File: config.mk
export PLATFORM = sky130hd
export DESIGN_NAME = rr_pull_arbiter
export DESIGN_NICKNAME = d
export VERILOG_FILES = /design/src/rtl/rr_pull_arbiter_pkg.sv /design/src/rtl/rr_pull_arbiter_picker.sv /design/src/rtl/rr_pull_arbiter.sv
export SDC_FILE = /design/constraint.sdc
export NUM_CORES = 1
export LEC_CHECK = 0
export CAP_MARGIN = 25
export CORE_MARGIN = 2
export CORE_UTILIZATION = 50
export CTS_BUF_LIST = sky130_fd_sc_hd__clkbuf_8
export CTS_CLUSTER_SIZE = 12
export DETAILED_ROUTE_END_ITERATION = 6
export PLACE_DENSITY = 0.88
export SLEW_MARGIN = 10
export SYNTH_ARGS = -nofsm -noshare
export SYNTH_HDL_FRONTEND = slang
export SYNTH_HIERARCHICAL = 1
export SYNTH_SLANG_ARGS = --single-unit
File: constraint.sdc
create_clock -name clk -period 4.3 [get_ports clk]
set_clock_uncertainty 0.2 [all_clocks]
set_input_delay 1.29 -clock clk [delete_from_list [all_inputs] [get_ports clk]]
set_output_delay 1.29 -clock clk [all_outputs]
set_load 0.1 [all_outputs]
File: src/rtl/rr_pull_arbiter_pkg.sv
// Shared definitions for the round-robin pull arbiter: FSM state encoding and
// a constant-function width helper.
package rr_pull_arbiter_pkg;

  typedef enum logic [1:0] {
    ST_IDLE    = 2'd0,
    ST_FETCH   = 2'd1,
    ST_DELIVER = 2'd2,
    ST_RELEASE = 2'd3
  } arb_state_e;

  // Index width for n items; a single item still gets one bit.
  function automatic int unsigned clog2(input int unsigned n);
    int unsigned w;
    w = 0;
    for (int unsigned v = n - 1; v > 0; v = v >> 1) w++;
    return (w == 0) ? 1 : w;
  endfunction

endpackage

File: src/rtl/rr_pull_arbiter_picker.sv
// Combinational round-robin selector: first set request strictly after
// last_grant, wrapping around.
module rr_grant_picker
  import rr_pull_arbiter_pkg::*;
#(
  parameter int unsigned num_req = 4,
  parameter int unsigned gw      = clog2(num_req)
) (
  input  logic [num_req-1:0] req_i,
  input  logic [gw-1:0]      last_grant_i,
  output logic [gw-1:0]      grant_o,
  output logic               any_req_o
);

  logic [gw-1:0] idx;

  always_comb begin
    grant_o   = '0;
    any_req_o = 1'b0;
    idx       = '0;
    for (int unsigned k = 1; k <= num_req; k++) begin
      idx = gw'((32'(last_grant_i) + k) % num_req);
      if (!any_req_o && req_i[idx]) begin
        any_req_o = 1'b1;
        grant_o   = idx;
      end
    end
  end

endmodule

File: src/rtl/rr_pull_arbiter.sv
// Round-robin arbiter: several level-requesting consumers share one pulling
// upstream source; each grant fetches one word and acks the winner.
module rr_pull_arbiter
  import rr_pull_arbiter_pkg::*;
#(
  parameter int unsigned data_width = 32,
  parameter int unsigned num_req    = 4
) (
  input  logic                        clk,
  input  logic                        rst,
  input  logic [num_req-1:0]          req_i,
  output logic [num_req-1:0]          ack_o,
  output logic [data_width-1:0]       dout,
  output logic                        up_req,
  input  logic                        up_ack,
  input  logic [data_width-1:0]       up_din,
  output logic [clog2(num_req)-1:0]   grant_id,
  output logic                        busy,
  output logic [31:0]                 served,
  output logic                        proto_err
);

  localparam int unsigned   gw        = clog2(num_req);
  localparam logic [gw-1:0] LAST_INIT = gw'(num_req - 1);

  arb_state_e              state_q;
  logic [num_req-1:0]      ack_q;
  logic [data_width-1:0]   dout_q;
  logic                    up_req_q;
  logic [gw-1:0]           grant_q;
  logic [gw-1:0]           last_q;
  logic [31:0]             served_q;
  logic                    perr_q;
  logic [gw-1:0]           pick;
  logic                    any_req;

  rr_grant_picker #(
    .num_req(num_req),
    .gw     (gw)
  ) u_picker (
    .req_i       (req_i),
    .last_grant_i(last_q),
    .grant_o     (pick),
    .any_req_o   (any_req)
  );

  always_ff @(posedge clk) begin
    if (rst) begin
      state_q  <= ST_IDLE;
      ack_q    <= '0;
      dout_q   <= '0;
      up_req_q <= 1'b0;
      grant_q  <= '0;
      last_q   <= LAST_INIT;
      served_q <= '0;
      perr_q   <= 1'b0;
    end else begin
      ack_q <= '0;
      if (up_ack && state_q != ST_FETCH) perr_q <= 1'b1;
      unique case (state_q)
        ST_IDLE: begin
          if (any_req) begin
            grant_q  <= pick;
            up_req_q <= 1'b1;
            state_q  <= ST_FETCH;
          end
        end
        ST_FETCH: begin
          // ack is raised on the same edge as the capture so it lands in DELIVER
          if (up_ack) begin
            up_req_q       <= 1'b0;
            dout_q         <= up_din;
            ack_q[grant_q] <= 1'b1;
            state_q        <= ST_DELIVER;
          end
        end
        ST_DELIVER: begin
          last_q   <= grant_q;
          served_q <= served_q + 32'd1;
          state_q  <= ST_RELEASE;
        end
        ST_RELEASE: state_q <= ST_IDLE;
      endcase
    end
  end

  assign ack_o     = ack_q;
  assign dout      = dout_q;
  assign up_req    = up_req_q;
  assign grant_id  = grant_q;
  assign busy      = (state_q != ST_IDLE);
  assign served    = served_q;
  assign proto_err = perr_q;

endmodule

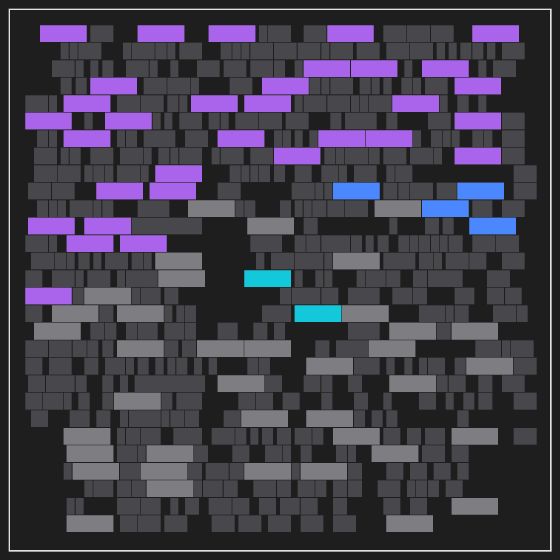
*Where the registers sit*
Other sequential cells in the stronger gray, the rest of the logic in the fainter gray.
| netlist name | color | placed flops |
|---|---|---|
| `dout` | purple | 32 |
| `state_q` | cyan | 2 |
| `ack_o` | blue | 4 |
not colored: 38

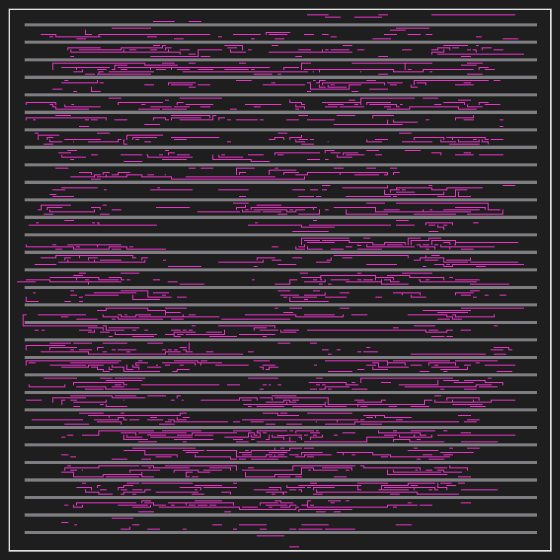
*Met1 routing*
Supply wires on this layer in gray.
nets with wire on the layer: 462
longest straight run: 23.5 µm
wire length on this layer: 3450 µm
share of all routed wire: 43%
via count: 3142
met1 usage: 0.286
wirelength, routed: 8.06 mm

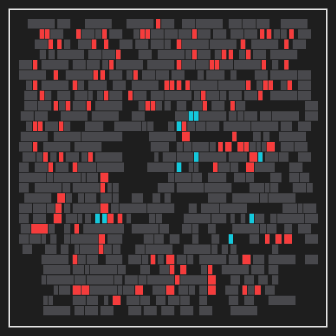
*Selected gate families*
| family | color | cells |
|---|---|---|
| inverters | cyan | 10 |
| NAND gates | red | 108 |
Comb/total area: 0.343
most numerous logic cell after layout: clkdlybuf4s50_1
Final Instance Count excl. Fillers: 572

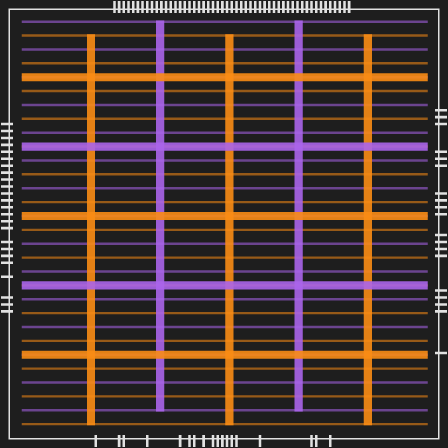
*Floorplan with the power grid*
Pins as bars on the die edge.
| net | color |
|---|---|
| VDD | purple |
| VSS | orange |
signal pins: 112
met1 rails: 30
Die Y: 83.9 µm
core area: 6280 µm²

==> CHANGELOG.md <==
### Implementation results

* Syn_area_per_cell at around 8.3 µm²
* CTS tree: done
* H-tree depth at 3
* Worst flop-to-flop path endpoint: served[30]
* Crit path max fanout at 7
* Post-synth ARST share at 0
* Reg2reg path depth at 6
* Critical path depth at 1
* Largest net degree at the start of global routing at roughly 56
* Seq/Total Area, Yosys at 0.477
* Critical path capture point: served[18]
* Crit path launch: served[18]
* CP peak stage delay at between 1 and 1.5 ns
* Clk network pwr share at 0.249
* Max-slew violation count at 0
* Top area cell types: dfxtp_1 48%, nand2_1 9.5%, a21oi_1 8.6%
* Buffers & Inverters on Critical Path at 1
* DR iter-0 viols at approximately 160
* Reg-to-Reg Start: state_q[0]
* GPL Wtd Cong at 0.784
* Most crowded layer after global routing: met2
* Top power group: combinational logic
* Final core utilization at 0.719
* MaxCap Viol Count at 0
* Post-synth top flop: dfxtp_1
* M1 WL at 3.45 mm
* WL met3 at approximately 460 µm
* Netlist Area Pre-Place at around 3200 µm²
* DR top layer: met4
* Cell with the most instances after synthesis: nand2_1
* Cycle use final at 0.801
* Comb power frac at 0.397
* Post-cts sizing count at 0
* Vias in the first global route at 2994
* DRC Markers at 0
* First-pass GRT wire length at 13.6 mm
* P_int at approximately 1.4 mW
* # fillers at 490
* Rel. slew slack at 0.312
* Worst vdd ir at 378 µV
* Worst-path clk slew at 0.08 ns
* Slowest-stage cell, CP: clkdlybuf4s50_1
* Sequential share of power at 0.354
* Synth-to-Final Area Change at 41.5%
* # Cells Yosys at 385
* Floorplan Utilization at 0.508
* Chip area at 7040 µm²
* Reg area at 1520 µm²
* Crit path DRT at 2.81 ns
* Post-CTS setup buffers at 0
* Layout cell share with drive strength beyond 1 at 0.0828
* Post-DR vias/cell at 5.49
* Antenna diodes at 0
* Pwr Density at 523 nW/µm²
* P_comb at 0.938 mW
* Critical path arrival at 1.95 ns
* First drt pass iteration count at 4
* Top Family by Delay on Critical Path: buffers and inverters
* Worst-Margin Slew at slightly above 1 ns
* Flip-flops with a built-in enable at 0
* Critical path type: reg2out
* Num CTS Buffers at 9
* Hold Path Origin: dout[10]
* TNS Setup at 0 ns
* Global Route met2 Usage at 0.384
* Final #Nets at about 530
* GR met3 Demand/Resource at 0.0574
* Rows at 29
* Remaining Overflow, GRT at 0
* Die span in x at 83.9 µm
* Routed wl met2 at 3.96 mm
* Hold bufs inserted after CTS at 0
* Hpwl dp at 5.65 mm
* CTS root buf: clkbuf_8
* Port bufs at 111
* Clock Latency Late Sink at 0.33 ns
* P_leak at 1.57 nW
* Fmax at 290 MHz
* HP Class: reg2reg
* Worst Hold Path Cells at 2
* Antenna Violating Nets Remaining at 0
* Seq cells post-synth at 76
* Clock Power at 0.587 mW
* Crit-path cells: clkdlybuf4s50_1
* Routed len/inst at 14.1 µm
* Logic area at between 1500 and 2000 µm²
* Crit. End Element: output pin
* Synth area leader: dfxtp_1
* Syn nets at 429
* Number of cells after detailed placement at 556
* Seq group at 0.835 mW
* Yosys chip area at 3190 µm²
* # setup viols final at 0
* Status: finished, final reports clean
* Yosys warns at 6
* Final Critical Period at 3.44 ns
* Hold Vio Cnt, Final at 0
* Total GRT Usage at 0.231
* Synth cell types at 37
* Startpoint type of the worst setup path: flip-flop
* OpenROAD warning count at 29
* Initial antenna violation count at 0
* # IOs at 112
* Synth cell count leaders: 81 x nand2_1, 76 x dfxtp_1, 55 x a21oi_1
* Switching power at 1.00 mW
==> logic make-up (layout without fill, tap and decap cells) <==
group | Yosys count | after routing | share of synthesized area
compound gates | 78 | 78 | 0.138
xor+xnor | 12 | 12 | 0.0329
fa+ha+maj | 5 | 5 | 0.0196
buf+inv | 30 | 140 | 0.0384
flops | 76 | 76 | 0.477
mux | 6 | 6 | 0.0200
simple gates | 178 | 178 | 0.274
==> stage by stage <==
step                      instance area, µm²  hold WS, ns  power, mW  setup WS (ns)
final                                   4520        0.255       2.36          0.857
after global routing                    4520        0.268       2.47          0.808
after CTS                               4520        0.255       2.37          0.856
after detailed placement                4300        0.246       1.79           1.23
after global placement                  4300        0.241       1.77           1.25
after floorplan                         3190        0.287       1.56           1.30
==> area by class of cell <==
class	instances	area share
clock buffers	10	0.0305
clock inverters	6	0.0175
inverters	10	0.00831
multi-input cells	279	0.343
flip-flops and latches	76	0.337
well taps	77	0.0213
repair buffers	114	0.242
==> placed cells by master, fill, tap and decap left out, drive strengths merged, types with 2 or more instances in the layout <==
cell           instances
clkdlybuf4s50         96
nand2                 81
dfxtp                 76
a21oi                 56
nor2                  24
buf                   18
nand4                 15
inv                   11
or4                   11
o31ai                 10
clkbuf                10
xnor2                  9
nand3                  8
or3                    8
nor4                   7
o21ai                  7
nor2b                  5
nor3                   5
ha                     5
nand2b                 4
and4                   3
mux2                   3
xor2                   3
mux2i                  3
clkinv                 3
a211o                  2
and2                   2
nor4b                  2
bufinv                 2
==> worst reg2reg max path: stages (launching register included) <==
cell and delay, ns:
dfxtp_1 0.33, inv_1 0.10, ha_1 0.47, and2_1 0.26, nand2_1 0.27, nor4_1 0.38
mux2_2 0.37
==> worst min path at each step <==
stage / to
floorplan: state_q[1]
global placement: dout[23]
detailed placement: dout[14]
CTS: dout[29]
global route: dout[29]
finish: dout[10]
No activity file was given, so power comes from the tool's default toggle rates.
